File: config.mk
export PLATFORM = sky130hd
export DESIGN_NAME = keypad_scanner
export DESIGN_NICKNAME = d
export VERILOG_FILES = /design/src/rtl/keypad_pkg.sv /design/src/rtl/keypad_tick_gen.sv /design/src/rtl/keypad_scanner.sv
export SDC_FILE = /design/constraint.sdc
export NUM_CORES = 1
export LEC_CHECK = 0
export ABC_CLOCK_PERIOD_IN_PS = 2300
export CORE_MARGIN = 2
export CORE_UTILIZATION = 45
export DETAILED_ROUTE_END_ITERATION = 8
export GPL_ROUTABILITY_DRIVEN = 1
export PLACE_DENSITY = 0.66
export SLEW_MARGIN = 10
export SYNTH_ARGS = -nofsm -noshare
export SYNTH_HDL_FRONTEND = slang
export SYNTH_SLANG_ARGS = --single-unit
File: constraint.sdc
create_clock -name clk -period 2.3 [get_ports clk]
set_clock_uncertainty 0.15 [all_clocks]
set_input_delay 0.23 -clock clk [delete_from_list [all_inputs] [get_ports clk]]
set_output_delay 0.23 -clock clk [all_outputs]
set_load 0.02 [all_outputs]
File: src/rtl/keypad_pkg.sv
// Shared definitions for the 4x4 matrix keypad path (scanner and decoder).
package keypad_pkg;

    typedef enum logic [1:0] {
        SCAN     = 2'd0,
        DEBOUNCE = 2'd1,
        HELD     = 2'd2,
        RELEASE  = 2'd3
    } state_t;

    localparam logic [3:0] COL_1 = 4'b1000;
    localparam logic [3:0] COL_2 = 4'b0100;
    localparam logic [3:0] COL_3 = 4'b0010;
    localparam logic [3:0] COL_4 = 4'b0001;
    localparam logic [3:0] ROW_1 = 4'b1000;
    localparam logic [3:0] ROW_2 = 4'b0100;
    localparam logic [3:0] ROW_3 = 4'b0010;
    localparam logic [3:0] ROW_4 = 4'b0001;

    localparam logic [3:0] ROWS_IDLE = 4'b1111;

    // Column 1 -> 2 -> 3 -> 4 -> 1 in the active-high one-hot encoding.
    function automatic logic [3:0] next_col(input logic [3:0] col);
        return {col[0], col[3:1]};
    endfunction

    function automatic logic single_hot(input logic [3:0] v);
        return (v != 4'b0000) && ((v & (v - 4'd1)) == 4'b0000);
    endfunction

endpackage

File: src/rtl/keypad_tick_gen.sv
// Free-running divider: one-cycle tick every SCAN_DIV clk cycles.
module keypad_tick_gen #(
    parameter int SCAN_DIV = 1000
) (
    input  logic clk,
    input  logic rst,
    output logic tick
);

    localparam int W = (SCAN_DIV > 1) ? $clog2(SCAN_DIV) : 1;
    localparam logic [W-1:0] LAST = W'(SCAN_DIV - 1);

    logic [W-1:0] cnt;

    // NOTE: sequential state uses non-blocking assignments so every flop samples pre-edge values.
    always_ff @(posedge clk or posedge rst) begin
        if (rst) begin
            cnt <= '0;
        end else if (cnt == LAST) begin
            cnt <= '0;
        end else begin
            cnt <= cnt + W'(1);
        end
    end

    assign tick = (cnt == LAST);

endmodule

File: src/rtl/keypad_scanner.sv
// 4x4 keypad column scanner with single-key debounce; define KEYPAD_AUTOREPEAT_EN
// to add auto-repeat key_valid pulses while a key stays held.
module keypad_scanner
    import keypad_pkg::*;
#(
    parameter int SCAN_DIV           = 1000,
    parameter int DEBOUNCE_SCANS     = 8,
    parameter int REPEAT_DELAY_SCANS = 64,
    parameter int REPEAT_RATE_SCANS  = 16
) (
    input  logic       clk,
    input  logic       rst,
    input  logic [3:0] row_in,
    output logic [3:0] col_out,
    output logic [7:0] key_index,
    output logic       key_valid,
    output logic       key_held
);

    localparam int DW = $clog2(DEBOUNCE_SCANS + 1);
    localparam logic [DW-1:0] DEB_MAX = DW'(DEBOUNCE_SCANS);

    state_t        state;
    logic          tick;
    logic [3:0]    row_meta, row_sync, rs;
    logic [3:0]    col_sel;
    logic [7:0]    cand;
    logic [DW-1:0] dcnt, dcnt_inc;

    keypad_tick_gen #(.SCAN_DIV(SCAN_DIV)) u_tick (
        .clk  (clk),
        .rst  (rst),
        .tick (tick)
    );

    always_ff @(posedge clk or posedge rst) begin
        if (rst) begin
            row_meta <= ROWS_IDLE;
            row_sync <= ROWS_IDLE;
        end else begin
            row_meta <= row_in;
            row_sync <= row_meta;
        end
    end

    assign rs       = ~row_sync;
    assign col_out  = ~col_sel;
    assign dcnt_inc = (dcnt == DEB_MAX) ? DEB_MAX : dcnt + DW'(1);

`ifdef KEYPAD_AUTOREPEAT_EN
    localparam int RMAX = (REPEAT_DELAY_SCANS > REPEAT_RATE_SCANS) ? REPEAT_DELAY_SCANS
                                                                   : REPEAT_RATE_SCANS;
    localparam int RW = $clog2(RMAX + 1);

    logic [RW-1:0] rcnt, rcnt_inc, rlimit;
    logic          rep_on;

    // First repeat waits the long delay, later ones the shorter rate.
    assign rcnt_inc = rcnt + RW'(1);
    assign rlimit   = rep_on ? RW'(REPEAT_RATE_SCANS) : RW'(REPEAT_DELAY_SCANS);
`endif

    always_ff @(posedge clk or posedge rst) begin
        if (rst) begin
            state     <= SCAN;
            col_sel   <= COL_1;
            cand      <= '0;
            dcnt      <= '0;
            key_index <= '0;
            key_valid <= 1'b0;
            key_held  <= 1'b0;
`ifdef KEYPAD_AUTOREPEAT_EN
            rcnt      <= '0;
            rep_on    <= 1'b0;
`endif
        end else begin
            key_valid <= 1'b0;
            if (tick) begin
                case (state)
                    SCAN: begin
                        if (single_hot(rs)) begin
                            cand  <= {col_sel, rs};
                            dcnt  <= '0;
                            state <= DEBOUNCE;
                        end else begin
                            col_sel <= next_col(col_sel);
                        end
                    end
                    DEBOUNCE: begin
                        if (rs == cand[3:0]) begin
                            dcnt <= dcnt_inc;
                            if (dcnt_inc == DEB_MAX) begin
                                key_index <= cand;
                                key_valid <= 1'b1;
                                key_held  <= 1'b1;
                                state     <= HELD;
                            end
                        end else begin
                            state   <= SCAN;
                            col_sel <= next_col(col_sel);
                        end
                    end
                    HELD: begin
                        if (rs == 4'b0000) begin
                            dcnt  <= '0;
                            state <= RELEASE;
`ifdef KEYPAD_AUTOREPEAT_EN
                            rcnt   <= '0;
                            rep_on <= 1'b0;
                        end else if (rcnt_inc == rlimit) begin
                            key_valid <= 1'b1;
                            rcnt      <= '0;
                            rep_on    <= 1'b1;
                        end else begin
                            rcnt <= rcnt_inc;
`endif
                        end
                    end
                    RELEASE: begin
                        if (rs == 4'b0000) begin
                            dcnt <= dcnt_inc;
                            if (dcnt_inc == DEB_MAX) begin
                                key_held <= 1'b0;
                                state    <= SCAN;
                                col_sel  <= next_col(col_sel);
                            end
                        end else begin
                            dcnt  <= '0;
                            state <= HELD;
                        end
                    end
                    default: state <= SCAN;
                endcase
            end
        end
    end

endmodule

==> notes.md, run 1 <==
run metrics: register ranked first by flip-flop count u_tick.cnt, net count reported at finish 234, global-route layer with the greatest usage met2, sequential group power around 0.83 mW, mean cell area of the mapped netlist around 11 sq um, Worst Setup Slack, final 0.00462 ns, cell chain of the critical path buf_6, ha_4, nor2b_4, o32a_1, nor3_2, nand4_4, mux2_4, area of the core around 4400 sq um, power dissipated in combinational cells between 0.05 and 0.06 mW, EDFF count, synth 0, RSZ-0062 raised after global routing yes, remaining global-route overflow 0, Yosys top cell by area sky130_fd_sc_hd__dfrtp_1, Boundary Pins 20, initial antenna violation count 0, crit path kind reg2reg, first-pass GRT wire length 6870 um, root buf cell sky130_fd_sc_hd__clkbuf_8, mean number of vias per cell ~5.5, Largest type area fraction 0.436, number of nets with antenna violations after detailed routing 0, Gate Count Post-Synth around 190, YS chip area about 2100 sq um, post-layout period usage 0.998, number of placement rows 24, max FFs per register 10, WL/cell around 14 um, async set-reset flop share out of synthesis 1.00, top cells by instance count after synthesis sky130_fd_sc_hd__dfrtp_1, sky130_fd_sc_hd__nand2_1, sky130_fd_sc_hd__o21ai_0, drt total wl between 4000 and 5000 um, metal3 WL 134 um, OpenROAD warning count 29, buffers from clock root to sink, at most 2, # port buffers 19, leakage power total about 1.1 nW, cell at the slowest stage of the critical path sky130_fd_sc_hd__dfrtp_1, maximum clock frequency 436 MHz, pins over their slew limit 0, diodes inserted 0, CTS hold repair buffers 0, maximum number of pins on one net before global-route repair 27, worst endpoint data arrival time around 2.3 ns, top layer reached by signal wires met4, clock group total power a little over 0.5 mW, HPWL after detailed placement 2830 um, buffers and inverters on the worst path 1, total of flip-flops plus latches after synthesis about 46, largest power group registers, max-cap violation count 0, net count of the mapped netlist slightly below 200, length of routed met2 wiring between 2000 and 2500 um, VDD IR max roughly 0.00039 V, GR Util met2 0.282, clock buffer count from CTS 5, run status complete, no violations, power density over cell area ~520 nW/um^2, worst-case setup slack after placement -0.0628 ns, register share after synthesis 0.547, proportion of power drawn by flip-flops and latches 0.593, largest delay contributor family on the critical path simple AND/OR/NAND/NOR gates, core utilization before placement 0.478, pin slew with the least headroom to its limit 0.730 ns, M1 WL 1770 um, vertical die dimension around 73 um, final sum of negative setup slack 0 ns, number of H-tree levels 2, area growth from synthesis to layout 25.7%, most frequently used cell type in the post-synthesis netlist sky130_fd_sc_hd__dfrtp_1, via count of the first global-routing pass 1535, number of warnings reported in the yosys synthesis log 0, Power, Total ~1.4 mW, required time reported for the critical path endpoint about 2.3 ns, total iterations of the first detailed-routing run 6, clock slew at the register clock pins of the worst setup and hold paths approximately 0.090 ns
## run 1: worst paths after layout
path,from,endpoint,cells after the start
setup / recovery,dcnt[1],key_index[3],7
hold / removal,rst,u_tick.cnt[1],2
setup reg to reg,dcnt[1],key_index[3],7
hold reg to reg,row_meta[0],row_sync[0],0
max in group asynchronous,rst,row_sync[0],3
min in group clk,row_in[0],row_meta[0],1
## run 1: timing repair
action,4_1_cts,5_1_grt
setup buffers,3,3
hold endpoints to repair,0,0
pin swaps,4,6
gates resized,11,10
endpoints found under the setup margin,13,16
## run 1: cells by family (layout without fill, tap and decap cells)
group	count (synthesis)	in the layout	synth area share
AND-OR/OR-AND	37	37	0.112
XOR/XNOR	12	12	0.0495
adder cells (fa/ha/maj)	3	3	0.0177
buffers and inverters	19	55	0.0365
flip-flops	46	46	0.547
multiplexers	13	13	0.0660
AND/OR/NAND/NOR	60	60	0.171
## run 1: cells in the final DEF (no fill, tap or decap), types with 2 or more instances in the layout
master | netlist | final
sky130_fd_sc_hd__a21boi_0 | 3 | 3
sky130_fd_sc_hd__a21oi_1 | 5 | 5
sky130_fd_sc_hd__and4_1 | 2 | 2
sky130_fd_sc_hd__buf_4 | 1 | 13
sky130_fd_sc_hd__buf_6 | 0 | 2
sky130_fd_sc_hd__clkbuf_8 | 0 | 5
sky130_fd_sc_hd__clkdlybuf4s50_1 | 0 | 19
sky130_fd_sc_hd__dfrtp_1 | 37 | 36
sky130_fd_sc_hd__dfstp_2 | 9 | 9
sky130_fd_sc_hd__ha_4 | 0 | 3
sky130_fd_sc_hd__inv_1 | 12 | 9
sky130_fd_sc_hd__inv_2 | 0 | 2
sky130_fd_sc_hd__inv_6 | 0 | 3
sky130_fd_sc_hd__mux2_2 | 2 | 2
sky130_fd_sc_hd__mux2_4 | 0 | 6
sky130_fd_sc_hd__mux2i_1 | 5 | 5
sky130_fd_sc_hd__nand2_1 | 17 | 17
sky130_fd_sc_hd__nand2b_1 | 3 | 2
sky130_fd_sc_hd__nand3_1 | 7 | 7
sky130_fd_sc_hd__nand3b_1 | 2 | 2
sky130_fd_sc_hd__nand4_1 | 3 | 3
sky130_fd_sc_hd__nor2_1 | 10 | 10
sky130_fd_sc_hd__nor2b_1 | 6 | 5
sky130_fd_sc_hd__nor3_1 | 2 | 2
sky130_fd_sc_hd__nor4_4 | 2 | 2
sky130_fd_sc_hd__o211ai_1 | 3 | 3
sky130_fd_sc_hd__o21ai_0 | 13 | 13
sky130_fd_sc_hd__o21ai_1 | 2 | 2
sky130_fd_sc_hd__xnor2_1 | 9 | 9
sky130_fd_sc_hd__xor2_1 | 3 | 3
## run 1: metrics by stage
step                utilization  hold slack [ns]  area [sq um]  instances
floorplan                     -           0.0845          2120        190
global placement          0.548            0.198          2430        264
detailed placement        0.548            0.200          2430        264
CTS                       0.584            0.115          2600        275
global route              0.601            0.151          2670        278
finish                    0.601            0.108          2670        278
## run 1: final cells by class
cell class | count | area [sq um]
multi-input cells | 125 | 972
clock inverters | 3 | 26.3
well taps | 52 | 65.1
flip-flops and latches | 46 | 1160
inverters | 12 | 45.0
clock buffers | 5 | 68.8
repair buffers | 35 | 330
fillers | 363 | 1770
### Cell placement, run 1

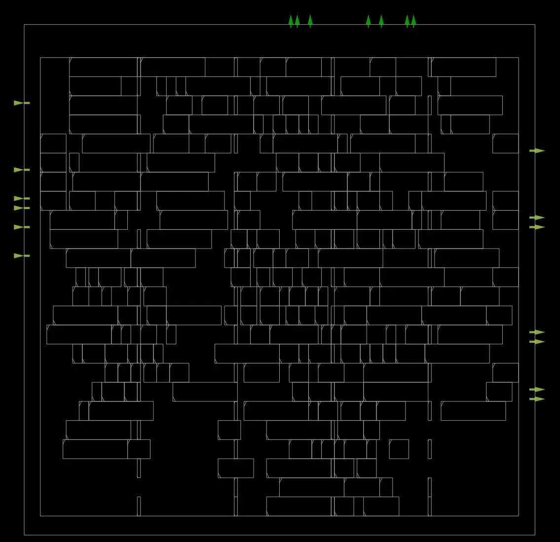
Final Util: 0.601
number of well taps: 52
FFs & Latches: 46
final-layout fill cell count: 363

### Gate families picked out, run 1

(6 px per um)
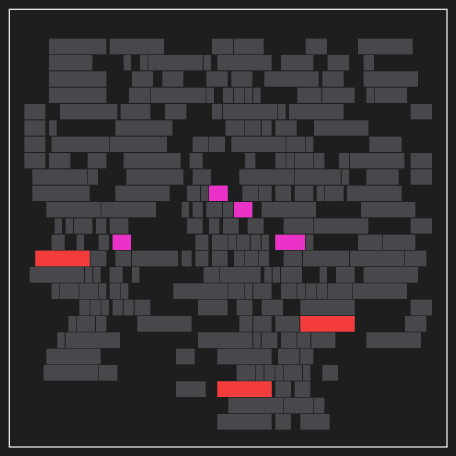
fa/ha/maj cells: shown in red, cells 3, most used ha_4. and/or cells: shown in magenta, cells 4, most used and4_1, where center.

### Sizing map, run 1

(6 px per um)
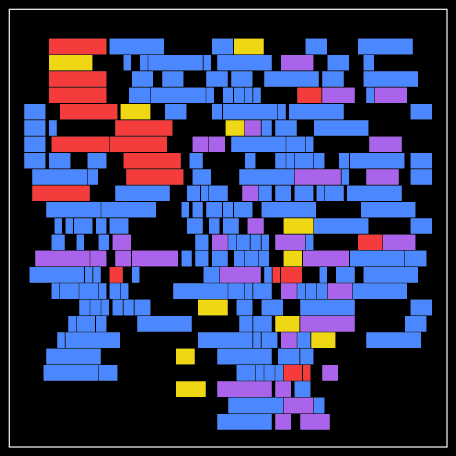
x2: shown in red, cells 17. x3 and x4: shown in purple, cells 31. x1 and smaller: shown in blue, cells 167. x6 and larger: shown in yellow, cells 11.

### I/O nets highlighted, run 1

(4 px per um)
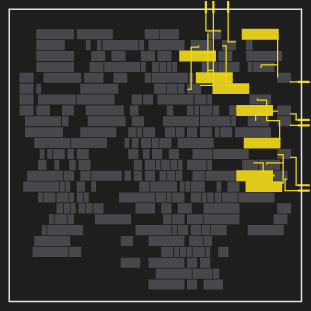
key_index: shown in yellow, bits 8, direction output, edge 5 right, 3 top, end cells 8, buffers 8, wire 177 um.

## Run 2: what changed since run 1
- SETUP_SLACK_MARGIN: not set -> 0.4
### Gate families picked out, run 2

(6 px per um)
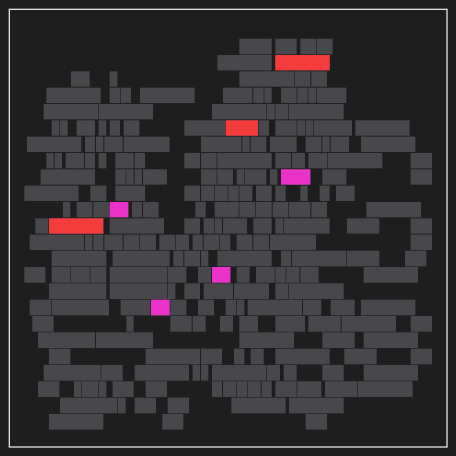
and/or cells: shown in magenta, cells 4, most used and4_1. fa/ha/maj cells: shown in red, cells 3, most used ha_4.

==> run 2 against run 1 <==
  * Final cell count grew 4.3%
  * Total power shrank 2.3%
  * Sequential cell count is the same
  * Routed wire length grew 6.8%
  * Sequential power is essentially flat
  * Combinational power grew about 10%
  * Critical path type unchanged
  * Largest power group unchanged
==> notes.md, run 2 <==
run metrics: maximum number of pins on one net before global-route repair 47 (+74%), share of post-route cells with drive strength above 1 0.345, maximum clock frequency 444 MHz (+1.8%), register ranked first by flip-flop count u_tick.cnt, proportion of power drawn by combinational gates 0.043, number of warnings reported in the yosys synthesis log 0 (unchanged), max FFs per register 10 (unchanged), VDD IR max 0.000369 V (-4.4%), EDFF count, synth 0 (unchanged), clock buffer count from CTS 5 (unchanged), area of the core 4440 sq um (unchanged), via count of the first global-routing pass 1572 (+2.4%), mean number of vias per cell 5.48 (about the same), most frequent cells in the layout sky130_fd_sc_hd__dfrtp_1, sky130_fd_sc_hd__buf_4, sky130_fd_sc_hd__clkdlybuf4s50_1, OpenROAD warning count 30 (+3.4%), Boundary Pins 20 (unchanged), Pint roughly 1.1 mW, required time reported for the critical path endpoint 2.34 ns (about the same), clock tree from TritonCTS done, final-layout fill cell count 345 (-5.0%), YS chip area 2120 sq um (unchanged), power density over cell area 487 nW/um^2 (-6.7%), Worst path max stage delay between 0.4 and 0.5 ns, worst-case setup slack after placement -0.0229 ns (+0.0400 ns), number of placement rows 24 (unchanged), buffers from clock root to sink, at most 2 (unchanged), top cells by instance count after synthesis sky130_fd_sc_hd__dfrtp_1, sky130_fd_sc_hd__nand2_1, sky130_fd_sc_hd__o21ai_0, Power, Total 1.36 mW (-2.3%), distinct cell type count after synthesis approximately 44, largest cells by area after synthesis sky130_fd_sc_hd__dfrtp_1, sky130_fd_sc_hd__dfstp_2, sky130_fd_sc_hd__xnor2_1, area taken by flip-flops and latches 1160 sq um (-0.11%), Largest regs u_tick.cnt (10), cand (8), key_index (8), net count reported at finish 246 (+5.1%), post-layout instance count excluding filler cells 290 (+4.3%), CTS hold repair buffers 0 (unchanged), Clock Latency Late Sink 0.30 ns, gp weighted congestion just over 0.8, type of element capturing the critical path flip-flop, number of H-tree levels 2 (unchanged), pin slew with the least headroom to its limit 0.555 ns (-0.175 ns), proportion of power drawn by flip-flops and latches 0.607 (+0.014), core utilization before placement 0.478 (unchanged), register share after synthesis 0.547 (unchanged), initial antenna violation count 0 (unchanged), Final setup violation count 0, diodes inserted 0 (unchanged), number of nets with antenna violations after detailed routing 0 (unchanged), Tot GR Track Use 0.182, area taken by multi-input logic gates 1030 sq um (+5.9%), worst slew slack as a fraction of its limit 0.630, Min-Delay Path Class in2reg, crit path kind reg2reg, max-cap violation count 0 (unchanged), highest fanout seen on the critical path 8, pins over their slew limit 0 (unchanged), floorplan die width just over 70 um, DR vias 1590, instance count after placement with tap cells included 260 (-1.5%), switching fraction of total power 0.222, post-layout period usage 0.980 (-0.0179), WL/cell 14.8 um (+2.4%), net count of the mapped netlist 199 (unchanged), Yosys top cell by area sky130_fd_sc_hd__dfrtp_1, clock group share of total power 0.350, drt total wl 4280 um (+6.8%), Yosys Instances around 190, Largest type area fraction 0.436 (unchanged), summed instance area of the synthesized netlist between 2000 and 2500 sq um, RSZ-0062 raised after global routing yes, HPWL after detailed placement 2710 um (-4.2%), crit path time final between 2 and 2.5 ns, cell chain of the critical path inv_2, ha_4, nand2b_4, o32a_1, nor3_2, nand4_4, mux2_4, remaining routing DRC violations 0, clock slew at the register clock pins of the worst setup and hold paths 0.09 ns (about the same), # port buffers 19 (unchanged), async set-reset flop share out of synthesis 1.00 (unchanged), mean cell area of the mapped netlist 11.2 sq um (unchanged), Post-synth top flop sky130_fd_sc_hd__dfrtp_1, run status complete, no violations, top logic cell by instance count in the layout sky130_fd_sc_hd__dfrtp_1, total of flip-flops plus latches after synthesis 46 (unchanged), root buf cell sky130_fd_sc_hd__clkbuf_8, Die Footprint about 5300 sq um, worst endpoint data arrival time 2.30 ns (-0.04 ns), clk sink count roughly 46, Worst Setup Slack, final 0.0459 ns (+0.0413 ns), cell at the slowest stage of the critical path sky130_fd_sc_hd__dfrtp_1, number of hold violations in the final report 0, Critical Path Source Type flip-flop, leakage power total 1.22 nW (+8.4%), total iterations of the first detailed-routing run 4 (-2), area growth from synthesis to layout 31.6%, vertical die dimension 72.7 um (unchanged), most frequently used cell type in the post-synthesis netlist sky130_fd_sc_hd__dfrtp_1, remaining global-route overflow 0 (unchanged), Gate Count Post-Synth 190 (unchanged), first-pass GRT wire length 7330 um (+6.7%), starting DRC count in detailed routing between 100 and 150, net switching power of the design just over 0.3 mW
### Pin placement, run 2

(6 px per um) Pins as bars across the die edge, other pins in gray.
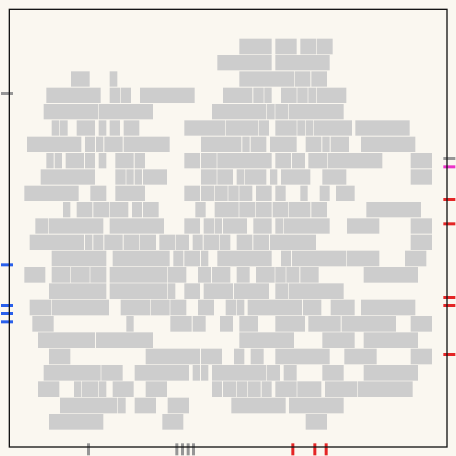
key_held: shown in magenta, pins 1, direction output, edge right. row_in: shown in blue, pins 4, direction input, edge left. key_index: shown in red, pins 8, direction output, edge 5 right, 3 bottom.
All pins by edge: 8 bottom, 7 right, 5 left.

run 2: cell families after synthesis:
group | share of synthesized area
XOR/XNOR | 0.0495
AND/OR/NAND/NOR | 0.171
buffers and inverters | 0.0365
multiplexers | 0.0660
adder cells (fa/ha/maj) | 0.0177
AND-OR/OR-AND | 0.112
flip-flops | 0.547
run 2: final cells by class:
type / count / share of cell area
Timing Repair Buffer: 47 / 0.146
Clock inverter: 2 / 0.00492
Tap cell: 52 / 0.0233
Clock buffer: 6 / 0.0260
Multi-Input combinational cell: 125 / 0.368
Inverter: 12 / 0.0161
Sequential cell: 46 / 0.416
run 2: timing repair:
| item | CTS | global route |
|---|---|---|
| pin swaps | 13 | 11 |
| buffers inserted | 16 | 6 |
| resized | 10 | 24 |
| setup endpoints to repair | 28 | 28 |
run 2: worst max-delay path: cells and delay by family, from the launching register on:
kind / cells / cell delay, ns
AND/OR/NAND/NOR: 3 / 0.58
flip-flops: 1 / 0.42
multiplexers: 1 / 0.35
AND-OR/OR-AND: 1 / 0.34
adder cells (fa/ha/maj): 1 / 0.20
buffers and inverters: 1 / 0.09
run 2: final timing paths:
check                      cells past startpoint         from            to  slack, ns
min                                            1    row_in[2]   row_meta[2]       0.19
max in group asynchronous                      3          rst   row_sync[3]       1.40
max reg2reg                                    7      dcnt[0]  key_index[3]       0.05
max                                            7      dcnt[0]  key_index[3]       0.05
min in group asynchronous                      3          rst    col_sel[0]       0.23
min reg2reg                                    0  row_meta[2]   row_sync[2]       0.21
run 2: metrics by stage:
step | TNS, ns | util | area (sq um) | hold WS [ns]
2_1_floorplan | 0 | - | 2180 | 0.0845
3_5_place_dp | -0.116 | 0.550 | 2440 | 0.197
3_3_place_gp | 0 | 0.550 | 2440 | 0.198
4_1_cts | 0 | 0.606 | 2700 | 0.175
6_report | 0 | 0.629 | 2800 | 0.186
5_1_grt | -0.00430 | 0.629 | 2800 | 0.180
run 2: layer usage:
metal  up-vias  GRT usage  part of all wire
li1        752          -                 -
met1       781      0.231              0.45
met2        48      0.292              0.49
met3         9     0.0470             0.041
met4         0     0.0823             0.020
met5         -          0                 0
run 2: power groups by stage:
stage | Combinational (mW) | Sequential (mW) | Clock, mW
floorplan | 0.0377 | 0.839 | 0
global placement | 0.0466 | 0.845 | 0
detailed placement | 0.0486 | 0.845 | 0
CTS | 0.0556 | 0.828 | 0.496
global route | 0.0651 | 0.828 | 0.533
finish | 0.0579 | 0.827 | 0.478
## Run 3: what changed since run 2
- ABC_AREA: not set -> 1
- CTS_CLUSTER_DIAMETER: not set -> 100
- PLACE_DENSITY: 0.66 -> 0.65
==> run 3 against run 2 <==
  * Final cell count is 18% higher
  * Register-to-register slack better by 0.45 ns
  * Combinational power is 29% lower
  * Cell area is 8.3% lower
  * Sequential cell count stayed put
  * Count of clock-buffer cells in the layout stayed put
==> notes.md, run 3 <==
run metrics: run status complete, no violations, global-route layer with the greatest usage met1, cell chain of the critical path inv_1, clkdlybuf4s50_1, floorplan die width 73.5 um (+1.1%), final standard cell area without fillers 2560 sq um (-8.3%), Die Footprint 5400 sq um (+2.2%), Worst R2R Path Depth 9 (+2), cell at the slowest stage of the critical path sky130_fd_sc_hd__dfstp_2, Boundary Pins 20 (unchanged), WL/cell 10.7 um (-28%), Gate Count Post-Synth 261 (+37%), max-cap violation count 0 (unchanged), remaining global-route overflow 0 (unchanged), maximum clock frequency 550 MHz (+24%), total of flip-flops plus latches after synthesis 46 (unchanged), clock tree from TritonCTS done, final sum of negative setup slack 0 ns (unchanged), starting DRC count in detailed routing 94 (-33%), worst hold slack 0.0131 ns (-0.173 ns), placed instance area 2410 sq um (-1.4%), number of placement rows 25 (+4.2%), DR vias 1618 (+1.8%), net count of the mapped netlist 270 (+36%), most frequent cells in the layout sky130_fd_sc_hd__nand2_1, sky130_fd_sc_hd__dfrtp_1, sky130_fd_sc_hd__inv_1, buffers from clock root to sink, at most 2 (unchanged), drt total wl 3670 um (-14%), GR Util met2 0.200 (-0.0915), total iterations of the first detailed-routing run 4 (unchanged), clock buffer count from CTS 5 (unchanged), Yosys Instances 261 (+37%), Post-synth top flop sky130_fd_sc_hd__dfrtp_1, core utilization before placement 0.463 (-0.0148), remaining routing DRC violations 0 (unchanged), post-layout instance count excluding filler cells 343 (+18%), diodes inserted 0 (unchanged), YS chip area 2170 sq um (+2.3%), register ranked first by flip-flop count u_tick.cnt, number of warnings reported in the yosys synthesis log 0 (unchanged), top cells by instance count after synthesis sky130_fd_sc_hd__nand2_1, sky130_fd_sc_hd__dfrtp_1, sky130_fd_sc_hd__inv_1, pins over their slew limit 0 (unchanged), EDFF count, synth 0 (unchanged), Critical Path Source Type flip-flop, highest fanout seen on the critical path 3 (-5), OpenROAD warning count 28 (-6.7%), clock slew at the register clock pins of the worst setup and hold paths 0.09 ns (about the same), Final Util 0.546 (-0.0828), async set-reset flop share out of synthesis 1.00 (unchanged), via count of the first global-routing pass 1397 (-11%), RSZ-0062 raised after global routing yes, crit path kind reg2out, worst endpoint data arrival time 1.44 ns (-0.86 ns), power density over cell area 524 nW/um^2 (+7.6%), Clock Latency Late Sink 0.30 ns (about the same), leakage power total 1.24 nW (+1.3%), clk sink count 46 (unchanged), Yosys top cell by area sky130_fd_sc_hd__dfrtp_1, Final setup violation count 0 (unchanged), Worst Setup Slack, final 0.483 ns (+0.437 ns), met1 track utilization from global routing 0.228 (-0.00273), largest cells by area after synthesis sky130_fd_sc_hd__dfrtp_1, sky130_fd_sc_hd__nand2_1, sky130_fd_sc_hd__dfstp_2, # port buffers 19 (unchanged), Power, Total 1.34 mW (-1.4%), Largest type area fraction 0.426 (-0.00978), distinct cell type count after synthesis 26 (-41%), number of nets with antenna violations after detailed routing 0 (unchanged), mean cell area of the mapped netlist 8.33 sq um (-26%), mean number of vias per cell 4.72 (-14%), Largest regs u_tick.cnt (10), cand (8), key_index (8), pin slew with the least headroom to its limit 0.397 ns (-0.158 ns), HPWL after detailed placement 2700 um (-0.56%), number of hold violations in the final report 0 (unchanged), summed instance area of the synthesized netlist 2170 sq um (+2.3%), initial antenna violation count 0 (unchanged), share of post-route cells with drive strength above 1 0.180 (-0.165), max FFs per register 10 (unchanged), worst-case setup slack after placement 0.312 ns (+0.335 ns), area growth from synthesis to layout 18.0%, maximum number of pins on one net before global-route repair 20 (-57%), Tot GR Track Use 0.151 (-0.0308), vertical die dimension 73.5 um (+1.1%), gp weighted congestion 0.780 (-6.2%), met3 global-route usage 0.0494 (+0.00242), required time reported for the critical path endpoint 1.92 ns (-0.42 ns), first-pass GRT wire length 6200 um (-15%), register share after synthesis 0.535 (-0.0123), CTS hold repair buffers 0 (unchanged), crit path time final 1.82 ns (-0.437 ns)
[run 3: cells by family after synthesis]
family,after synthesis,synth area share
simple gates,148,0.296
flops,46,0.535
buf+inv,41,0.0835
compound gates,22,0.0645
fa+ha+maj,3,0.0173
xor+xnor,1,0.00403
[run 3: where the power goes]
part / total, mW / internal (mW) / switching (mW)
sequential: 0.827 / 0.821 / 0.00632
clock: 0.476 / 0.214 / 0.262
combinational: 0.0409 / 0.0151 / 0.0259
[run 3: metal layers]
layer  vias to the layer above  share of wire
met5                         -              0
li1                        864              -
met1                       716           0.51
met4                         0          0.016
met3                         7          0.040
met2                        31           0.44
[run 3: final timing paths]
| path | start | slack (ns) | to |
|---|---|---|---|
| max | col_sel[3] | 0.48 | col_out[3] |
| min | rst | 0.01 | cand[7] |
| max reg2reg | dcnt[0] | 0.50 | col_sel[3] |
| min reg2reg | row_meta[1] | 0.21 | row_sync[1] |
| max in group asynchronous | rst | 1.38 | row_sync[2] |
| min in group clk | row_in[3] | 0.18 | row_meta[3] |
[run 3: worst max-delay path, delay by kind of cell, from the launching register on]
family	cells	cell delay, ns
flip-flops	1	0.55
buffers and inverters	2	0.59
[run 3: final cells by class]
cell class / count / area [sq um]
clock inverter: 2 / 13.8
tap: 54 / 67.6
clock buffer: 6 / 72.6
timing repair buffer: 22 / 213
fill: 438 / 2130
multi-input combinational: 175 / 885
inverter: 38 / 150
sequential: 46 / 1160
[run 3: repair_timing]
| action | CTS | global route |
|---|---|---|
| cloned | 0 | 1 |
| endpoints found under the setup margin | 14 | 24 |
| setup buffers | 0 | 1 |
| pin swaps | 0 | 3 |
| resized | 2 | 16 |
### Cell placement, run 3

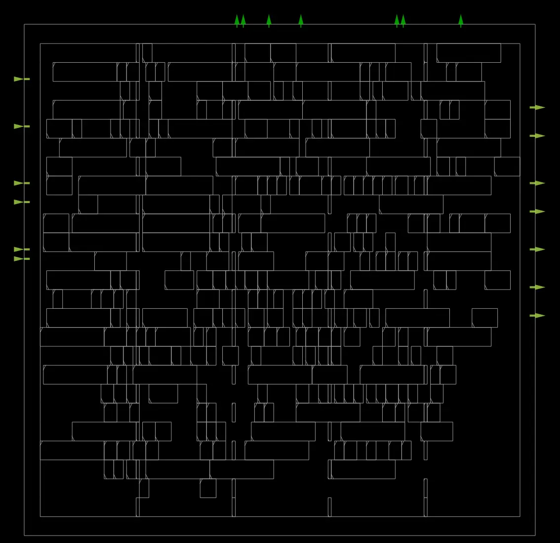
number of well taps: 54
flop share of the area: 0.453
area of the core: 4690 sq um

### Pin placement, run 3

(6 px per um) Pins as bars across the die edge, other pins in gray.
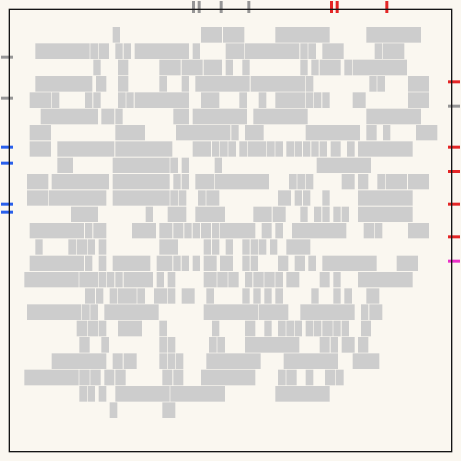
row_in: shown in blue, pins 4, direction input, edge left. key_index: shown in red, pins 8, direction output, edge 5 right, 3 top. key_held: shown in magenta, pins 1, direction output, edge right.
All pins by edge: 7 top, 7 right, 6 left.

Power is estimated from default activity; no workload was simulated.
